## src/rtl/time_set_ctrl.sv

```systemverilog
// Front-panel input stage for the alarm-clock core: button sync/debounce, BCD
// minute editing, and stretched load strobes sized for the core's slow tick.
module time_set_ctrl #(
    parameter int unsigned CLK_HZ      = 100_000_000,
    parameter int unsigned DEBOUNCE_MS = 20,
    parameter int unsigned LOAD_HOLD   = 210_000_000
) (
    input  logic       clk,
    input  logic       reset,
    input  logic       btn_mode,
    input  logic       btn_up,
    input  logic       btn_down,
    input  logic       btn_ok,
    output logic [3:0] m_in1,
    output logic [3:0] m_in0,
    output logic       ld_time,
    output logic       ld_alarm,
    output logic [1:0] edit_mode,
    output logic       busy
);

    localparam int unsigned DB_CYCLES = (CLK_HZ / 1000) * DEBOUNCE_MS;
    localparam int unsigned DB_W      = (DB_CYCLES > 1) ? $clog2(DB_CYCLES) : 1;
    localparam int unsigned HOLD_W    = (LOAD_HOLD > 1) ? $clog2(LOAD_HOLD) : 1;
    localparam int unsigned NBTN      = 4;
    localparam int unsigned B_MODE    = 0;
    localparam int unsigned B_UP      = 1;
    localparam int unsigned B_DOWN    = 2;
    localparam int unsigned B_OK      = 3;

    typedef enum logic [2:0] {
        S_IDLE,
        S_EDIT_TIME,
        S_EDIT_ALARM,
        S_LOAD_TIME,
        S_LOAD_ALARM
    } state_e;

    logic [NBTN-1:0]           btn_raw;
    logic [NBTN-1:0]           sync1_d, sync1_q;
    logic [NBTN-1:0]           sync2_d, sync2_q;
    logic [NBTN-1:0][DB_W-1:0] db_cnt_d, db_cnt_q;
    logic [NBTN-1:0]           db_state_d, db_state_q;
    logic [NBTN-1:0]           press_d, press_q;

    logic ev_ok, ev_mode, ev_up, ev_down;

    state_e              state_d, state_q;
    logic [HOLD_W-1:0]   hold_d, hold_q;
    logic                inc, dec;
    logic [3:0]          m_in1_d, m_in1_q;
    logic [3:0]          m_in0_d, m_in0_q;
    logic                ld_time_d, ld_time_q;
    logic                ld_alarm_d, ld_alarm_q;
    logic [1:0]          edit_mode_d, edit_mode_q;
    logic                busy_d, busy_q;

    assign btn_raw = {btn_ok, btn_down, btn_up, btn_mode};

    // Two-flop synchroniser per button
    always_comb begin
        sync1_d = btn_raw;
        sync2_d = sync1_q;
    end

    // Debounce: flip only after DB_CYCLES consecutive cycles of disagreement
    always_comb begin
        db_cnt_d   = '0;
        db_state_d = db_state_q;
        press_d    = '0;
        for (int i = 0; i < NBTN; i++) begin
            if (sync2_q[i] != db_state_q[i]) begin
                if (db_cnt_q[i] == DB_W'(DB_CYCLES - 1)) begin
                    db_state_d[i] = sync2_q[i];
                    press_d[i]    = sync2_q[i];
                end else begin
                    db_cnt_d[i] = db_cnt_q[i] + DB_W'(1);
                end
            end
        end
    end

    // Single winner per cycle: ok > mode > up > down; losers are dropped
    always_comb begin
        ev_ok   = press_q[B_OK];
        ev_mode = press_q[B_MODE] & ~press_q[B_OK];
        ev_up   = press_q[B_UP] & ~press_q[B_OK] & ~press_q[B_MODE];
        ev_down = press_q[B_DOWN] & ~press_q[B_OK] & ~press_q[B_MODE] & ~press_q[B_UP];
    end

    // Mode FSM with load-hold counter and registered output decode
    always_comb begin
        state_d = state_q;
        hold_d  = '0;
        inc     = 1'b0;
        dec     = 1'b0;
        case (state_q)
            S_IDLE: begin
                if (ev_mode) state_d = S_EDIT_TIME;
            end
            S_EDIT_TIME: begin
                if (ev_ok)        state_d = S_LOAD_TIME;
                else if (ev_mode) state_d = S_EDIT_ALARM;
                else if (ev_up)   inc = 1'b1;
                else if (ev_down) dec = 1'b1;
            end
            S_EDIT_ALARM: begin
                if (ev_ok)        state_d = S_LOAD_ALARM;
                else if (ev_mode) state_d = S_IDLE;
                else if (ev_up)   inc = 1'b1;
                else if (ev_down) dec = 1'b1;
            end
            S_LOAD_TIME, S_LOAD_ALARM: begin
                if (hold_q == HOLD_W'(LOAD_HOLD - 1)) state_d = S_IDLE;
                else                                  hold_d  = hold_q + HOLD_W'(1);
            end
            default: state_d = S_IDLE;
        endcase

        ld_time_d  = (state_d == S_LOAD_TIME);
        ld_alarm_d = (state_d == S_LOAD_ALARM);
        busy_d     = ld_time_d | ld_alarm_d;
        case (state_d)
            S_EDIT_TIME:  edit_mode_d = 2'd1;
            S_EDIT_ALARM: edit_mode_d = 2'd2;
            S_LOAD_TIME,
            S_LOAD_ALARM: edit_mode_d = 2'd3;
            default:      edit_mode_d = 2'd0;
        endcase
    end

    // BCD minute counter 00..59 with wrap both ways
    always_comb begin
        m_in1_d = m_in1_q;
        m_in0_d = m_in0_q;
        if (inc) begin
            if (m_in0_q >= 4'd9) begin
                m_in0_d = 4'd0;
                m_in1_d = (m_in1_q >= 4'd5) ? 4'd0 : m_in1_q + 4'd1;
            end else begin
                m_in0_d = m_in0_q + 4'd1;
            end
        end else if (dec) begin
            if (m_in0_q == 4'd0 || m_in0_q > 4'd9) begin
                m_in0_d = 4'd9;
                m_in1_d = (m_in1_q == 4'd0 || m_in1_q > 4'd5) ? 4'd5 : m_in1_q - 4'd1;
            end else begin
                m_in0_d = m_in0_q - 4'd1;
            end
        end
    end

    always_ff @(posedge clk or posedge reset) begin
        if (reset) begin
            sync1_q     <= '0;
            sync2_q     <= '0;
            db_cnt_q    <= '0;
            db_state_q  <= '0;
            press_q     <= '0;
            state_q     <= S_IDLE;
            hold_q      <= '0;
            m_in1_q     <= '0;
            m_in0_q     <= '0;
            ld_time_q   <= 1'b0;
            ld_alarm_q  <= 1'b0;
            edit_mode_q <= '0;
            busy_q      <= 1'b0;
        end else begin
            sync1_q     <= sync1_d;
            sync2_q     <= sync2_d;
            db_cnt_q    <= db_cnt_d;
            db_state_q  <= db_state_d;
            press_q     <= press_d;
            state_q     <= state_d;
            hold_q      <= hold_d;
            m_in1_q     <= m_in1_d;
            m_in0_q     <= m_in0_d;
            ld_time_q   <= ld_time_d;
            ld_alarm_q  <= ld_alarm_d;
            edit_mode_q <= edit_mode_d;
            busy_q      <= busy_d;
        end
    end

    assign m_in1     = m_in1_q;
    assign m_in0     = m_in0_q;
    assign ld_time   = ld_time_q;
    assign ld_alarm  = ld_alarm_q;
    assign edit_mode = edit_mode_q;
    assign busy      = busy_q;

endmodule

```

## config.mk

```make
export PLATFORM = sky130hd
export DESIGN_NAME = time_set_ctrl
export DESIGN_NICKNAME = d
export VERILOG_FILES = /design/src/rtl/time_set_ctrl.sv
export SDC_FILE = /design/constraint.sdc
export NUM_CORES = 1
export LEC_CHECK = 0
export CORE_MARGIN = 1.5
export CORE_UTILIZATION = 54
export DETAILED_ROUTE_END_ITERATION = 16
export PLACE_DENSITY = 0.79
export SYNTH_ARGS = -nofsm -noshare
export SYNTH_HDL_FRONTEND = slang
export SYNTH_SLANG_ARGS = --single-unit
```

## constraint.sdc

```tcl
create_clock -name clk -period 4.65 [get_ports clk]
set_input_delay 0.465 -clock clk [delete_from_list [all_inputs] [get_ports clk]]
set_output_delay 0.465 -clock clk [all_outputs]
set_load 0.01 [all_outputs]
```

Figure 1. Cells colored by class (run 1).
Scale bar: 20 um.
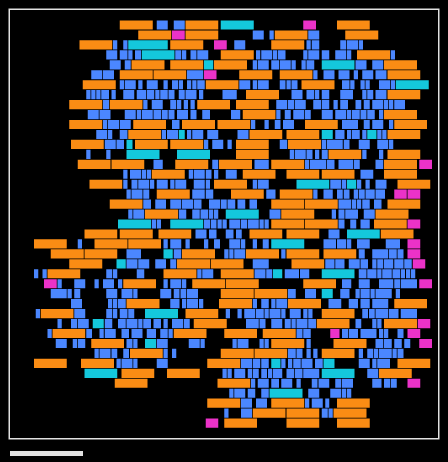
| color | class | cells | share of their area |
|---|---|---|---|
| cyan | clock drivers and dummy loads | 32 | 7.3% |
| magenta | remaining buffers and delay cells | 19 | 2.4% |
| orange | sequential cells | 144 | 47% |
| blue | combinational and other logic | 536 | 43% |
final core occ: 62.27%
Std-Cell Core Area: 12670 um2

Figure 2. Congestion heat map (run 1).
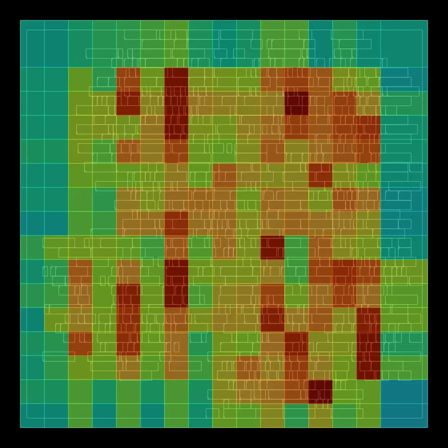
met2 demand-to-capacity share in global routing: 33.96%
fraction of met1 tracks used by global routing: 26.78%
all-layer global routing usage: 21.14%
per-cell routed wire length: 14.74 um
busiest layer in global routing: met2

Figure 3. Routed clock nets over the placement (run 1).
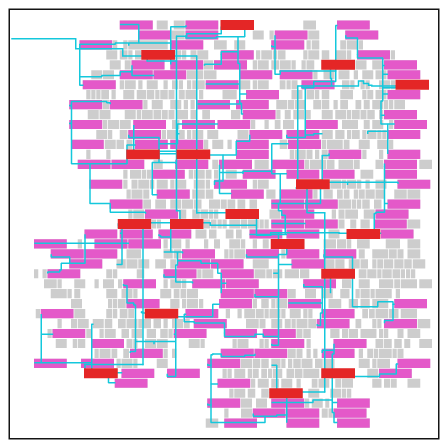
[red] clock drivers | count: 17
[cyan] clock wires | length: 1720 um
[magenta] flip-flops | count: 144
flops lie: spread over the die
routed clock nets: 18
power in the clock group: 0.00129 W
clock power share: 49.1%
worst clock skew: 7.142 ps
Skew-Pair Late Insertion Delay: 430 ps

==> run notes, run 1 <==
Library cell with the highest instance count after synthesis: sky130_fd_sc_hd__dfrtp_1. For the static leakage, the log shows 3.275 nW. The placement stage leaves a total instance area of 7328 um2. The routed metal-1 wire length is 6.156 mm, and the worst slack at placement is 2292 ps.

Among all flip-flop cells after synthesis, the most frequent one is sky130_fd_sc_hd__dfrtp_1. The final critical path takes up 52.03% of the cycle. The routed design uses 470 um of met3 wire. The met2 wirelength from detailed routing was 6.379 mm. In the hold timing report, the worst path depth is 0. The synthesis-stage register bit count is 144.

The timing report gives the biggest stage delay along the critical path as 440 ps. The setup fix buffers added after clock tree synthesis was 0; the buffer levels on the longest clock path was 2. The clock network takes up 7.120% of total cell area after layout. The number of nets in the synthesized netlist is 714.

The top-area cell type share of the netlist area is 51.36%. The largest registers in the layout are db_cnt_q (84), hold_q (28). Cells with a size suffix above 1 make up 6.293% of the layout. The fraction of final cell area spent on non-clock buffers in this run is 2.379%. The cell area power density was 332.8 nW/um2; the combinational cell fraction of total power was 2.2%. For this run, the register share of the synthesized area comes to 51.36%.

The flow ran to the end, and the final reports show no timing, DRC or antenna violations. The tap cell count was 172; the number of antenna-violating nets in the routed design was 0. Measured along the y axis, the die boundary spans 117.0 um. By instance count after routing, the leading logic cell types are sky130_fd_sc_hd__dfrtp_1 (144), sky130_fd_sc_hd__nor2_1 (131), sky130_fd_sc_hd__xor2_1 (69). Counting every instance in the synthesized netlist gives 697.

The number of placed cells counting well taps is 871, and the sum of overflow across all layers after global routing is 0. For reference, the final report shows the max-slew violation count at 0. The row count is 41. The run gives 0.4133 GHz for the maximum clock frequency.

The maximum fanout along the worst path was 6; the adder-cell share of the synthesized area was 1.962%. Between the synthesized netlist and the finished layout, the area growth was recorded as 12.47%. For reference, the critical path is captured by m_in1[3]. The critical path crosses 7 cells after its start point. For reference, the final report shows the hold violation count at 0. The highest layer touched by signal routing is met4.

The switching fraction of total power came out at 23.13%. The cell family contributing the most delay on the critical path is multiplexers. The top-level I/O count was 19; the multi-input gate area in the final layout was 3264 um2. The layout stage reports a final design area of 7890 um2. The clock slew seen by the registers of the worst setup and hold paths is 60 ps.

In this run the clock root is driven by a sky130_fd_sc_hd__clkbuf_16. TritonCTS built the clock tree. Summing all flip-flop and latch instances after layout gives 3603 um2. The number of different library cells used by synthesis comes to 55.

After detailed routing, the total wire length is 13.31 mm. After layout, the design draws a total of 0.002626 W. The top register by number of flip-flops was db_cnt_q. The count of flip-flops with a built-in enable after synthesis was 0.

The startpoint of the lowest-slack register-to-register path is m_in0[0]. Looking at the area split, the leading class of cells is registers. In the final layout, the fill cell count is 983. The synthesized design spends more area on one cell type than any other, namely sky130_fd_sc_hd__dfrtp_1.
Figure 4. Register map, names as in the netlist (run 1).
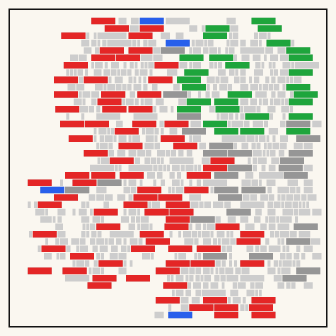

==> run 2, diff against run 1 <==
--- a/config.mk
+++ b/config.mk
@@ -8,7 +8,7 @@
 export CORE_MARGIN = 1.5
 export CORE_UTILIZATION = 54
 export DETAILED_ROUTE_END_ITERATION = 16
-export PLACE_DENSITY = 0.79
+export PLACE_DENSITY = 0.82
 export SYNTH_ARGS = -nofsm -noshare
 export SYNTH_HDL_FRONTEND = slang
 export SYNTH_SLANG_ARGS = --single-unit
==> constraint.sdc (replaced) <==
create_clock -name clk -period 2.14 [get_ports clk]
set_input_delay 0.214 -clock clk [delete_from_list [all_inputs] [get_ports clk]]
set_output_delay 0.214 -clock clk [all_outputs]
set_load 0.01 [all_outputs]
Figure 5. Register map, names as in the netlist (run 2).
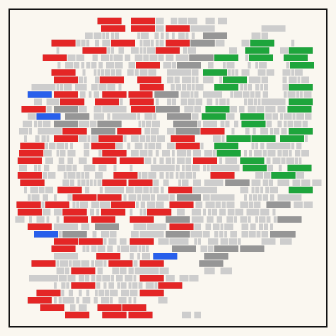
| color | name in the netlist | sequential cells |
|---|---|---|
| blue | `sync1_q` | 4 |
| green | `hold_q` | 28 |
| red | `db_cnt_q` | 84 |
power attributed to sequential cells: 0.00278 W
flip-flop and latch area: 3605 um2

==> run 2 against run 1 <==
Compared with the run above:
- sequential share of layout area fell by 1.8 points
- synthesized area did not move
- routed wire length rose by 4.9%
- first-iteration DRC count fell by 5.8%
- critical path depth fell by 2
- maximum frequency rose by 16%
- largest power group unchanged
==> run notes, run 2 <==
The tools report the clock skew after layout as 10.25 ps. Of all nets on the critical path, the largest fanout is 26. Top register by number of flip-flops: db_cnt_q.

Sequential cells were found to cover 51.36% of the synthesized design area. Ranking logic cells in the layout by count gives the top entries sky130_fd_sc_hd__dfrtp_1 (143), sky130_fd_sc_hd__nor2_1 (131), sky130_fd_sc_hd__xor2_1 (69). When the netlist entered floorplanning its net count stood at 714. At the placement stage, the worst setup path has a slack of -27.93 ps. The completed layout was analyzed and its total power is 0.005811 W. For the met2 wirelength from detailed routing, the log shows 7.140 mm. The commonest register cell after synthesis is sky130_fd_sc_hd__dfrtp_1. The floorplan has 41 rows. 19 I/O pins were placed. With the switching fraction of total power at 20.87%, the count of pins over their slew limit is 0.

For the number of antenna-violating nets in the routed design, the log shows 0. The uppermost layer routed is met4. The run gives 7.104% for the portion of the layout cell area used by clock cells. The finished cells cover 8208 um2.

The highest-utilization routing layer at the global route stage is met2. Global routing used 22.76% of the available tracks across all layers. The run gives 0 for the sum of overflow across all layers after global routing. The tools report the startpoint of the lowest-slack register-to-register path as hold_q[18].

The cell sequence reported for the critical path is or4b_1 > or4_4 > nand2_4 > buf_12 > nor2_1. met2 track demand over resource after global routing is 39.22%. The static leakage was 3.470 nW. The tools report the tap cell count as 172. The longest incremental delay of any stage on the critical path is reported as 620 ps.

Dividing total power by cell area gives a power density of 707.9 nW/um2. The largest registers in the layout are db_cnt_q (84), hold_q (28). In the per-layer summary, the met1 wirelength comes to 6.064 mm.

The multi-input combinational cell count was 522. The core footprint is 12670 um2. The final period utilization was 97.08%; the fraction of power consumed by the clock network was 49.7%.

The top-area cell type share of the netlist area is 51.36%, and the number of placed cells counting well taps is 900. The maximum clock frequency is 0.4813 GHz. After Yosys synthesis, full adders, half adders and majority gates account for 1.962% of the synthesized area. The buffer share of cell area works out to 5.701%. The count of flip-flops with a built-in enable after synthesis came out at 0. The layout report gives the register share of total cell area as 43.92%. Per the detail_route log, met3 wirelength is 386 um. The run finished with clean final reports. Counting along the longest clock path gives a buffer depth of 2. For reference, the final report shows the hold violation count at 0. Relative to the synthesized area, the layout overhead comes to 17.00%.

With the clock latency at the later pin of the worst-skew pair at 420 ps, the combinational cell fraction of total power is 2.5%. Dividing the detail-routed wire length by the instance count gives 15.00 um. In this run the cell area measured after placement is 7607 um2.

The number of setup buffers added after CTS is 0. Most area-hungry cell class in the final design: registers. The timing report attributes the biggest portion of critical-path delay to simple AND/OR/NAND/NOR gates.

For the final cell utilization of the core, the log shows 64.78%. TritonCTS built the clock tree. Counting every instance in the synthesized netlist gives 697.

Per the synthesis report, the number of distinct cell types is 55. DRC violation count after routing: 0. The endpoint of the worst setup timing path is hold_q[26]. The number of stages on the worst setup path was 5; the detailed-route wire length was 13.96 mm.

The tools report the multi-input gate area in the final layout as 3281 um2. The clock slew seen by the registers of the worst setup and hold paths came out at 60 ps. The cell at the root of the clock tree is sky130_fd_sc_hd__clkbuf_16. Per the synth log, the flip-flop and latch total comes to 144.
Figure 6. Power grid (run 2).
Pins as bars on the die edge. Tap cells in gray.
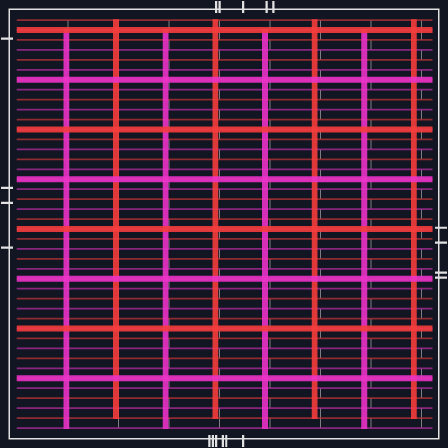
| color | net |
|---|---|
| red | VDD |
| magenta | VSS |
met4 straps: 8
tap cells: 172
rows: 41
Die Width: 117.0 um
Die Y-Extent: 117.0 um

Power is estimated from default activity; no workload was simulated.
